<file path="config.mk">
export PLATFORM = sky130hd
export DESIGN_NAME = pulse_period_meter
export DESIGN_NICKNAME = d
export VERILOG_FILES = /design/src/rtl/pulse_period_meter.sv
export SDC_FILE = /design/constraint.sdc
export NUM_CORES = 1
export LEC_CHECK = 0
export CORE_UTILIZATION = 61
export CTS_BUF_LIST = sky130_fd_sc_hd__clkbuf_4 sky130_fd_sc_hd__clkbuf_8
export DETAILED_ROUTE_END_ITERATION = 8
export GPL_ROUTABILITY_DRIVEN = 0
export GPL_TIMING_DRIVEN = 0
export PLACE_DENSITY = 0.94
export SETUP_SLACK_MARGIN = 0.2
export SYNTH_ARGS = -nofsm -noshare
export SYNTH_HDL_FRONTEND = slang
export SYNTH_SLANG_ARGS = --single-unit
export TNS_END_PERCENT = 30
</file>
<file path="constraint.sdc">
create_clock -name clk -period 4.6 [get_ports clk]
set_input_delay 0.92 -clock clk [delete_from_list [all_inputs] [get_ports clk]]
set_output_delay 0.92 -clock clk [all_outputs]
set_load 0.05 [all_outputs]
</file>
<file path="src/rtl/pulse_period_meter.sv">
// Measures the number of enabled clock cycles between consecutive input pulses
// and presents each result through a valid/ack register with saturation and overrun flags.
module pulse_period_meter #(
  parameter int WIDTH = 16
) (
  input  logic             clk,
  input  logic             async_nreset,
  input  logic             clear,
  input  logic             enable,
  input  logic             pulse,
  output logic [WIDTH-1:0] period,
  output logic             period_valid,
  input  logic             period_ack,
  output logic             saturated,
  output logic             overrun,
  output logic             state_dbg
);

  typedef enum logic {
    IDLE    = 1'b0,
    MEASURE = 1'b1
  } state_e;

  localparam logic [WIDTH-1:0] MAX_COUNT = {WIDTH{1'b1}};

  // Handshake: period/saturated are meaningful while period_valid=1; the
  // consumer retires a result by holding period_ack=1 for one clock edge.
  // A capture on the same edge as an ack reloads the register without overrun.

  state_e           state_q, state_d;
  logic [WIDTH-1:0] count_q, count_d;
  logic [WIDTH-1:0] period_q, period_d;
  logic             valid_q, valid_d;
  logic             sat_q, sat_d;
  logic             overrun_q, overrun_d;

  logic             capture;
  logic [WIDTH-1:0] cap_val;

  always_comb begin
    state_d   = state_q;
    count_d   = count_q;
    period_d  = period_q;
    valid_d   = valid_q;
    sat_d     = sat_q;
    overrun_d = overrun_q;
    capture   = 1'b0;
    cap_val   = '0;

    if (enable) begin
      case (state_q)
        IDLE: begin
          count_d = '0;
          if (pulse) begin
            state_d = MEASURE;
          end
        end
        MEASURE: begin
          if (pulse) begin
            capture = 1'b1;
            cap_val = (count_q == MAX_COUNT) ? MAX_COUNT : count_q + 1'b1;
            count_d = '0;
          end else if (count_q != MAX_COUNT) begin
            count_d = count_q + 1'b1;
          end
        end
        default: begin
          state_d = IDLE;
          count_d = '0;
        end
      endcase
    end

    if (capture) begin
      period_d = cap_val;
      sat_d    = (cap_val == MAX_COUNT);
      valid_d  = 1'b1;
      if (valid_q && !period_ack) begin
        overrun_d = 1'b1;
      end
    end else if (valid_q && period_ack) begin
      valid_d = 1'b0;
    end

    // Clear wipes everything, including any capture computed above.
    if (clear) begin
      state_d   = IDLE;
      count_d   = '0;
      period_d  = '0;
      valid_d   = 1'b0;
      sat_d     = 1'b0;
      overrun_d = 1'b0;
    end
  end

  always_ff @(posedge clk or negedge async_nreset) begin
    if (!async_nreset) begin
      state_q   <= IDLE;
      count_q   <= '0;
      period_q  <= '0;
      valid_q   <= 1'b0;
      sat_q     <= 1'b0;
      overrun_q <= 1'b0;
    end else begin
      state_q   <= state_d;
      count_q   <= count_d;
      period_q  <= period_d;
      valid_q   <= valid_d;
      sat_q     <= sat_d;
      overrun_q <= overrun_d;
    end
  end

  assign period       = period_q;
  assign period_valid = valid_q;
  assign saturated    = sat_q;
  assign overrun      = overrun_q;
  assign state_dbg    = state_q;

endmodule

</file>
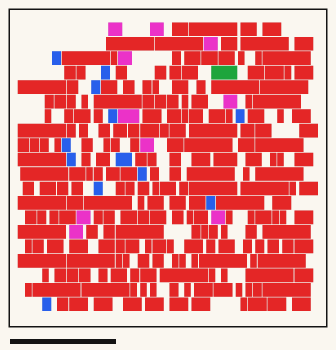
Run 1: drive-strength map
Bar = 20 µm.
x2 -> blue  # cells 12
x6 and larger -> green  # cells 1
x3 and x4 -> magenta  # cells 10
x1 and smaller -> red  # cells 230
Non-clk bufs: 46
Area Overhead vs Synth: 18.26%

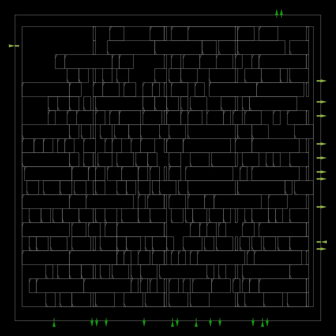
Run 1: cell placement
Non-Filler Instances: 297
Post-Route Utilization: 0.7715

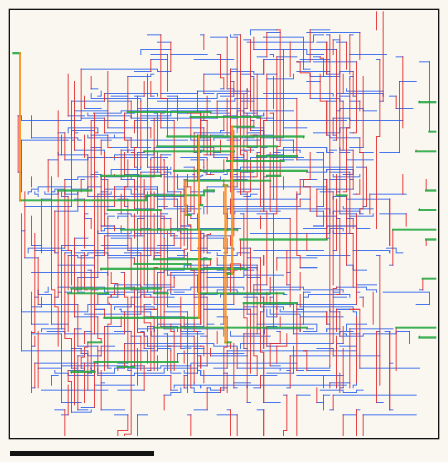
Run 1: signal wires by layer
Bar = 20 µm.
M2 -> red  # wire length 2360 µm
M4 -> orange  # wire length 92.5 µm
M1 -> blue  # wire length 2110 µm
M3 -> green  # wire length 352 µm
vias: 1907
routed length per instance: 16.57 µm
total track usage: 0.3136

==> CHANGELOG.md, run 1 <==
### Physical design

* Sequential group share of total power at 0.571
* Worst min-delay path startpoint: period[9]
* Placed cells at 289
* Final min period at 2.522 ns
* Worst setup path start: count_q[1]
* Post-DP Area at 2308 µm²
* Worst-case headroom to the max-slew limit at 0.4728
* Register area at 900.9 µm²
* Top cells by count: 36 x dfrtp_1, 22 x nor2_1, 16 x nand2_1
* Flop count at 36
* Setup violators final at 0
* WP data required at 4.87 ns
* Tool warning count at 26
* Setup_tns at 0 ns
* Distinct cell type count after synthesis at 45
* WP data arrival at 2.79 ns
* Hold slack at 0.5272 ns
* M3 GR Usage at 0.07642
* Status: complete, no violations
* Part of the cycle the worst path needs at 0.5483
* Signal buf overhead at 0.1449
* Clk pwr at 0.000187 W
* Sequential share of cell area at 0.3793
* CORE AREA at 3078 µm²
* Hold_buf cts at 0
* Async SR Flop Fraction at 1.000
* Lkg Pwr at 0.9385 nW
* CTS tree: done
* GRT overflow at 0
* Hold path cells at 2
* Clk ins delay skew pair at 0.35 ns
* Top Layout Cells: 36 x dfrtp_1, 24 x clkdlybuf4s50_1, 22 x nor2_1
* Postcts setup bufs at 0
* Synth Area per Inst at 9.128 µm²
* Non-clock inverters at 1
* Worst Hold Class: register to register
* RR Startpoint: count_q[1]
* TritonRoute pass-1 iters at 4
* Critical path endpoint: count_q[12]
* Synth top cell by count: dfrtp_1
* Cell Area, Synth at 2008 µm²
* Pre-Place Util at 0.6524
* N_diodes at 0
* Clock H-tree levels at 2
* Met1 GRT Util at 0.3932
* Met3 routed WL at 351 µm
* Vias in the first global route at 1791
* Met2 wire length at 2.363 mm
* CTS Buf Count at 5
* Top Usage Layer GRT: met2
* First-pass GRT wire length at 8.086 mm
* Buffers on Ports at 25
* Peak supply drop at 0.0001856 V
* Clock Power Share at 0.330
* Commonest flop: dfrtp_1
* Max FO, Critical Path at 10
* Top power group: sequential cells
* Worst-path clk slew at 0.11 ns
* Initial antenna violation count at 0
* Yosys warning count at 0
* Post-Syn Nets at 227
* Final WS setup at 2.078 ns
* P_int at 0.0004186 W
* Site Rows at 20
-- run 1: critical path, stage by stage (launching register included) --
cell and delay, ns:
dfrtp_1 0.47, ha_1 0.21, buf_2 0.18, and3_1 0.26
nand4_1 0.18, and4b_1 0.21, clkbuf_1 0.33, buf_2 0.31
a21oi_1 0.11, a31oi_1 0.17
-- run 1: cells by family (layout without fill, tap and decap cells) --
logic type | count (synthesis) | after routing
simple gates | 92 | 92
flops | 36 | 36
fa+ha+maj | 1 | 1
mux | 1 | 1
buf+inv | 22 | 55
compound gates | 58 | 58
xor+xnor | 10 | 10
-- run 1: flip-flops by register name, indices dropped and copies added, names as in the netlist --
register and count:
count_q 16, period 16, overrun 1, period_valid 1, saturated 1, state_dbg 1
==> run 1 -> run 2 <==
--- a/config.mk
+++ b/config.mk
@@ -5,12 +5,12 @@
 export SDC_FILE = /design/constraint.sdc
 export NUM_CORES = 1
 export LEC_CHECK = 0
-export CORE_UTILIZATION = 61
+export CORE_UTILIZATION = 51
 export CTS_BUF_LIST = sky130_fd_sc_hd__clkbuf_4 sky130_fd_sc_hd__clkbuf_8
 export DETAILED_ROUTE_END_ITERATION = 8
 export GPL_ROUTABILITY_DRIVEN = 0
 export GPL_TIMING_DRIVEN = 0
-export PLACE_DENSITY = 0.94
+export PLACE_DENSITY = 0.84
 export SETUP_SLACK_MARGIN = 0.2
 export SYNTH_ARGS = -nofsm -noshare
 export SYNTH_HDL_FRONTEND = slang
==> constraint.sdc (replaced) <==
create_clock -name clk -period 2.14 [get_ports clk]
set_input_delay 0.428 -clock clk [delete_from_list [all_inputs] [get_ports clk]]
set_output_delay 0.428 -clock clk [all_outputs]
set_load 0.05 [all_outputs]
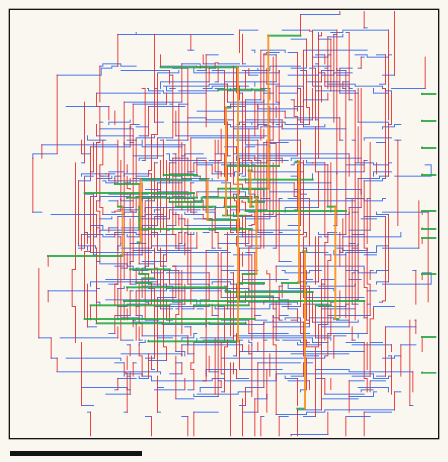
Run 2: signal wires by layer
Bar = 20 µm.
M4 -> orange  # wire length 180 µm
M2 -> red  # wire length 2430 µm
M1 -> blue  # wire length 2210 µm
M3 -> green  # wire length 373 µm

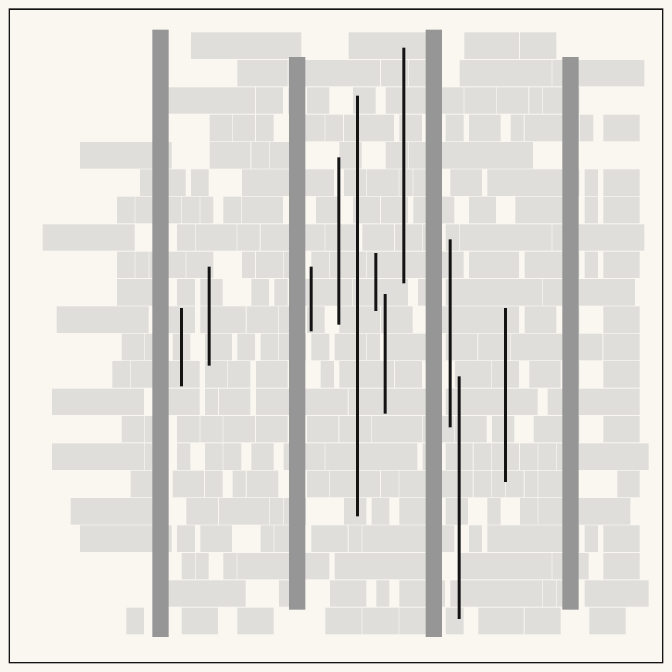
Run 2: the metal 4 layer
Supply wires on this layer in grey. Cells faint in the background.
nets with wire on the layer = 11
longest straight run = 41.5 µm
share of all routed wire = 3.5%
vias: 1939
DRT Wirelength: 5.189 mm

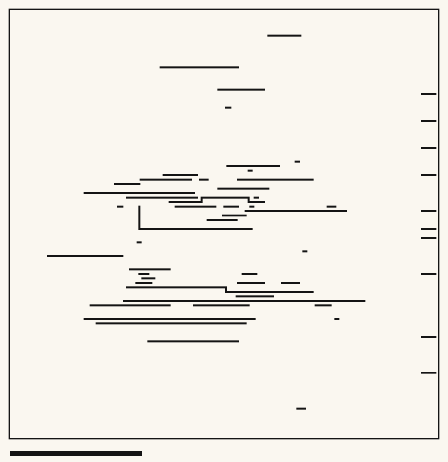
Run 2: signal wires on met3
Bar = 20 µm.
main direction = horizontal
longest straight run = 36.3 µm
M3 GR Usage: 0.04930

==> run 2 against run 1 <==
- clock skew hardly changed
- critical path depth is 3 lower
- synthesized cell count stayed put
- design area is 9.5% higher
- critical endpoint is now saturated
- cell count is 4.0% higher
- largest cell class unchanged
- synthesized area stayed put
==> CHANGELOG.md, run 2 <==
### Physical design

* Power per Cell Area at 547.6 nW/µm²
* Non-Filler Cell Area, Final at 2600 µm²
* WP data required at 2.37 ns (-2.50 ns)
* Stages on the worst setup path at 6 (-3)
* Clk ins delay skew pair at 0.29 ns (-0.06 ns)
* Slowest stage cell, crit path: or4_4
* Vias per std cell at 6.275
* Pins Over Slew Limit at 0
* Worst setup path start: count_q[6]
* Worst-path clk slew at 0.07 ns (-0.04 ns)
* Post-CTS resize count at 10
* Tool warning count at 28 (+7.7%)
* GRT overflow at 0 (unchanged)
* Part of the cycle the worst path needs at 0.9425 (+0.3942)
* Routed length per instance at 16.79 µm (+1.4%)
* Cell Area, Synth at 2008 µm² (unchanged)
* Reg2reg end: saturated
* Pre-Place Util at 0.5404 (-0.1120)
* Placed cells at 293 (+1.4%)
* Postcts setup bufs at 4 (+4)
* Layout Nets at 267
* CP max stage delay at 0.52 ns (+0.05 ns)
* MUX share of area at 0.004984
* Startpoint Class: register
* Post-Route Utilization at 0.6997 (-0.07188)
* Root Driver: clkbuf_8
* Critical-path cell list: nand4_1 > buf_6 > or4_4 > a222oi_1 > o2111ai_1 > nand2_1
* Post-DP Area at 2315 µm² (+0.27%)
* Top cells, area: dfrtp_1 45%, nor2_1 4.1%, a311oi_1 3.9%
* Yosys warning count at 0 (unchanged)
* N_diodes at 0 (unchanged)
* Clk sink count at 36
* Vias in the first global route at 1739 (-2.9%)
* Setup_tns at 0 ns (unchanged)
* RR Startpoint: count_q[6]
* CTS tree: done
* Clock tree buffer depth at 2
* Critical Path End Type: register
* Io pins at 26
* CP Buf/Inv Count at 1 (-2)
* First-pass GRT wire length at 8.493 mm (+5.0%)
* Non-Filler Instances at 309 (+4.0%)
* Final min period at 2.017 ns (-0.5052 ns)
* Post-synth EDFFs at 0
* Pwr Total at 0.001424 W
* Slew @ Worst Pin at 0.7988 ns
* Simple Share, Synth at 0.2430
* Sequential share of the synthesized area at 0.4486
* Share of cells above drive strength 1 at 0.1992
* TritonRoute pass-1 iters at 4 (unchanged)
* DRT iter0 DRCs at 199
* Top Layout Cells: 34 x dfrtp_1, 22 x nor2_1, 22 x clkdlybuf4s50_1
* Synth Area per Inst at 9.128 µm² (unchanged)
* FF-to-FF path depth at 6
* Detail Route Antenna Nets at 0
* Synth top cell by count: dfrtp_1
* Chip height at 64.75 µm
* Clk_skew at 0.006088 ns
* Fmax at 495.8 MHz
* Max FO, Critical Path at 10 (unchanged)
* Complex Gates by Area at 0.2025
* Top-area cell type share of the netlist area at 0.4486
* Ys cells at 220
* Top cells by count: 36 x dfrtp_1, 22 x nor2_1, 16 x nand2_1
* CP delay by family, top: simple AND/OR/NAND/NOR gates
* DP HPWL at 3.415 mm
* Hold slack at 0.2214 ns (-0.3058 ns)
* Initial antenna violation count at 0 (unchanged)
* Adder share at 0.006231
* R2R Setup Slk at 0.12 ns
* Site Rows at 22 (+10%)
* CORE AREA at 3716 µm² (+21%)
* Maxcap violations at 0
* DP Worst Slack at -0.2001 ns
* Die area at 4193 µm²
* Clock H-tree levels at 2 (unchanged)
* Setup violators final at 0 (unchanged)
* Most instantiated logic cell after routing: dfrtp_1
* Buffers on Ports at 25 (unchanged)
* Hold_buf cts at 0 (unchanged)
* Lkg Pwr at 1.050 nW (+12%)
* Worst Hold Class: input port to async pin
* CTS Buf Count at 5 (unchanged)
* Largest net degree at the start of global routing at 37
* Peak supply drop at 0.0003880 V (+110%)
* Fin. Hold Viols at 0
* Final WS setup at 0.1230 ns (-1.955 ns)
* Yosys top cell by area: dfrtp_1
* Syn Inst Count at 220
* WP data arrival at 2.25 ns (-0.54 ns)
* XOR Share, Synth at 0.04361
* Worst-case headroom to the max-slew limit at 0.4674 (-0.005401)
* DR DRC count at 0
* Distinct cell type count after synthesis at 45 (unchanged)
* Total track usage at 0.2671 (-0.04648)
* Area Overhead vs Synth at 29.47%
* Post-Syn Nets at 227 (unchanged)
* Top logic family: simple AND/OR/NAND/NOR gates
* Commonest flop: dfrtp_1
* Die Wd at 64.75 µm
* Setup Crit Path Kind: register to register
* Critical path endpoint: saturated
* Status: complete, no violations
* YS chip area at 2008 µm²
* Yosys reg bits at 36
* Async SR Flop Fraction at 1.000 (unchanged)
* Unrepaired setup endpoints after global routing: true
==> run 2: cell type report <==
class / count / area (µm²)
buffer: 21 / 135.1
clock buffer: 6 / 76.32
clock inverter: 2 / 35.03
fill: 287 / 1116
inverter: 1 / 3.754
multi-input combinational: 162 / 1076
sequential: 36 / 903.4
tap: 48 / 60.06
timing repair buffer: 33 / 310.3
==> run 2: metal layers <==
layer | wire [µm] | part of all wire | GRT usage
met5 | 0 | 0 | 0
met3 | 373 | 0.072 | 0.04930
met1 | 2205 | 0.42 | 0.3681
met4 | 180 | 0.035 | 0.1194
met2 | 2430 | 0.47 | 0.4063
==> run 2: where the power goes <==
part | switching [W] | internal (W)
Sequential | 0.00000676 | 0.000690
Clock | 0.000241 | 0.000358
Combinational | 0.0000877 | 0.0000405
==> run 2 -> run 3 <==
--- a/config.mk
+++ b/config.mk
@@ -10,7 +10,7 @@
 export DETAILED_ROUTE_END_ITERATION = 8
 export GPL_ROUTABILITY_DRIVEN = 0
 export GPL_TIMING_DRIVEN = 0
-export PLACE_DENSITY = 0.84
+export PLACE_DENSITY = 0.8
 export SETUP_SLACK_MARGIN = 0.2
 export SYNTH_ARGS = -nofsm -noshare
 export SYNTH_HDL_FRONTEND = slang
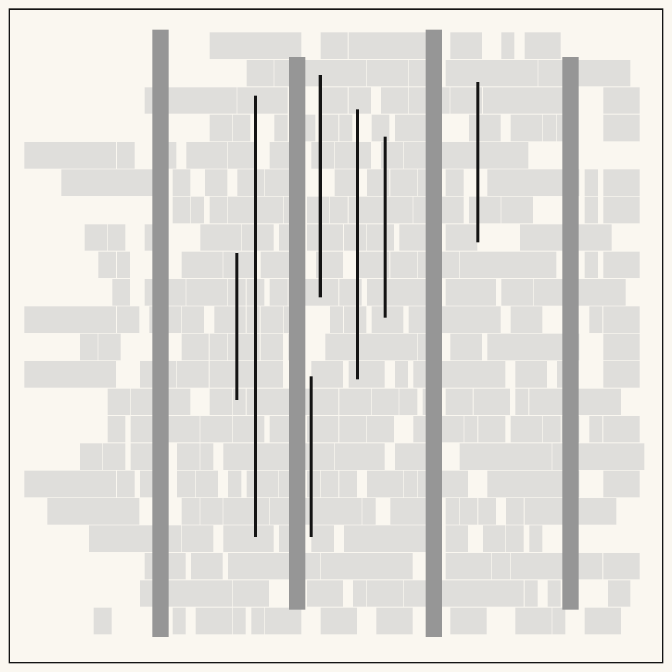
Run 3: the metal 4 layer
Supply wires on this layer in grey. Cells faint in the background.
wire length on this layer = 155 µm
longest straight run = 43.5 µm

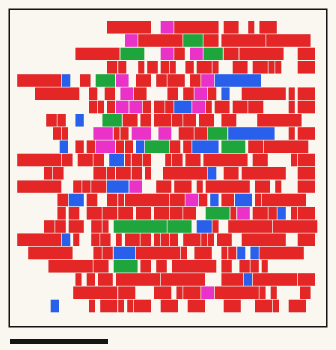
Run 3: drive-strength map
Bar = 20 µm.
x3 and x4 -> magenta  # cells 19
x2 -> blue  # cells 23
x6 and larger -> green  # cells 12
x1 and smaller -> red  # cells 212

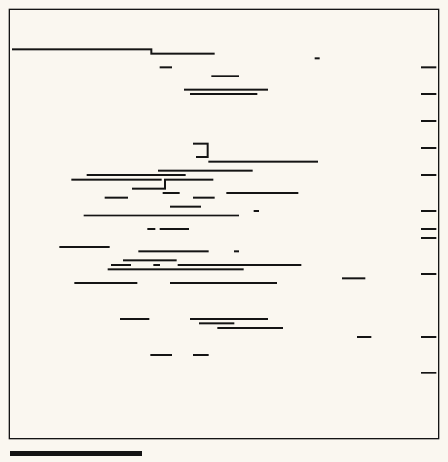
Run 3: signal wires on met3
Bar = 20 µm.
main direction = horizontal
nets with wire on the layer = 35

==> run 3 against run 2 <==
- synthesized cell count did not move
- combinational power barely moved
- non-clock buffer count rose by 5
- synthesized area did not move
- critical path depth did not move
- register-to-register slack improved by 0.12 ns
- clock power rose by 2%
- sequential power barely moved
- count of clock-buffer cells in the layout fell by 1
- fmax rose by 5.3%
- largest power group unchanged
==> CHANGELOG.md, run 3 <==
### Physical design

* Status: complete, no violations
* Total track usage at 0.2647 (-0.002419)
* DRT Wirelength at 5.170 mm (-0.37%)
* Startpoint Class: input port
* Commonest flop: dfrtp_1
* Top Usage Layer GRT: met2
* Distinct cell type count after synthesis at 45 (unchanged)
* Switching power total at 0.0003551 W (+6.0%)
* DR DRC count at 0 (unchanged)
* Reg2reg end: count_q[12]
* Non-Filler Instances at 314 (+1.6%)
* Clk ins delay skew pair at 0.30 ns (about the same)
* Area Overhead vs Synth at 30.09%
* Post-CTS resize count at 12 (+2)
* Max-area cell class: multi-input combinational cells
* Worst setup path start: enable
* CTS tree: done
* GRT overflow at 0 (unchanged)
* Die Wd at 64.75 µm (unchanged)
* Detail Route Antenna Nets at 0 (unchanged)
* CP delay by family, top: simple AND/OR/NAND/NOR gates
* Met1 GRT Util at 0.3523 (-0.01573)
* Layout Nets at 272 (+1.9%)
* Power per Cell Area at 547.0 nW/µm² (-0.10%)
* Critical Path End Type: register
* Hold_buf cts at 0 (unchanged)
* Clk_skew at 0.01101 ns (+0.004922 ns)
* Synth top cell by count: dfrtp_1
* P_int at 0.001074 W (-1.3%)
* Top logic family: simple AND/OR/NAND/NOR gates
* Slew @ Worst Pin at 0.7974 ns (-0.001418 ns)
* Ys cells at 220 (unchanged)
* Setup violators final at 0 (unchanged)
* Pins Over Slew Limit at 0 (unchanged)
* Die area at 4193 µm² (unchanged)
* WP data required at 2.38 ns (about the same)
* Yosys reg bits at 36 (unchanged)
* Peak supply drop at 0.0003341 V (-14%)
* Proportion of power drawn by combinational gates at 0.088 (-0.002)
* Sequential share of the synthesized area at 0.4486 (unchanged)
* Pwr Total at 0.001429 W (+0.38%)
* Register area at 903.4 µm² (unchanged)
* Setup Crit Path Kind: input port to register
* M2 GR Usage at 0.4036 (-0.002604)
* Largest net degree at the start of global routing at 37 (unchanged)
* Setup_tns at 0 ns (unchanged)
* Worst-case headroom to the max-slew limit at 0.4684 (+0.0009460)
* CP max stage delay at 0.61 ns (+0.09 ns)
* Synth Area per Inst at 9.128 µm² (unchanged)
* Sequential share of cell area at 0.3458 (-0.001665)
* Non-clk bufs at 59 (+9.3%)
* # clk buffers at 5 (-1)
* Clock H-tree levels at 2 (unchanged)
* Signal buf overhead at 0.1887 (+0.01738)
* DP HPWL at 3.320 mm (-2.8%)
* Cell Area, Synth at 2008 µm² (unchanged)
* N_diodes at 0 (unchanged)
* Stages on the worst setup path at 6 (unchanged)
* Top Layout Cells: 34 x dfrtp_1, 23 x clkdlybuf4s50_1, 22 x nor2_1
* Clock network area share at 0.04262 (-0.0002053)
* Pre-Place Util at 0.5404 (unchanged)
* Adder share at 0.006231 (unchanged)
* Vias in the first global route at 1785 (+2.6%)
* Clk sink count at 36 (unchanged)
* XOR Share, Synth at 0.04361 (unchanged)
* Fmax at 522.2 MHz (+5.3%)
* Post-DP Area at 2315 µm² (unchanged)
* Tap Cells at 48 (unchanged)
* Critical-path cell list: clkdlybuf4s50_1 > nand3_2 > or3_1 > a211oi_2 > o2111ai_1 > nand2_1
* RR Startpoint: count_q[1]
* Non-Filler Cell Area, Final at 2613 µm² (+0.48%)
* Async SR Flop Fraction at 1.000 (unchanged)
* FF-to-FF path depth at 9 (+3)
* Part of the cycle the worst path needs at 0.8949 (-0.04768)
* Critical path endpoint: saturated
run 3: netlist changes by cell type in the layout (fill, tap and decap cells not counted), sizes merged:
cell / previous run / this run
clkbuf: 13 / 15
clkinvlp: 0 / 1
dlymetal6s2s: 2 / 1
buf: 23 / 25
clkdlybuf4s50: 22 / 23
run 3: power by group through the flow:
stage               Sequential, W  Combinational (W)  Clock [W]
global placement         0.000709           0.000120          0
global route             0.000697           0.000135   0.000645
floorplan                0.000742          0.0000330          0
detailed placement       0.000709           0.000122          0
CTS                      0.000696           0.000125   0.000616
finish                   0.000696           0.000125   0.000608
run 3: layer usage:
metal | vias to the layer above | routed length [µm]
met5 | - | 0
met4 | 0 | 155
met3 | 17 | 344
met2 | 81 | 2436
met1 | 934 | 2235
li1 | 908 | -
Power and IR drop assume default switching activity.
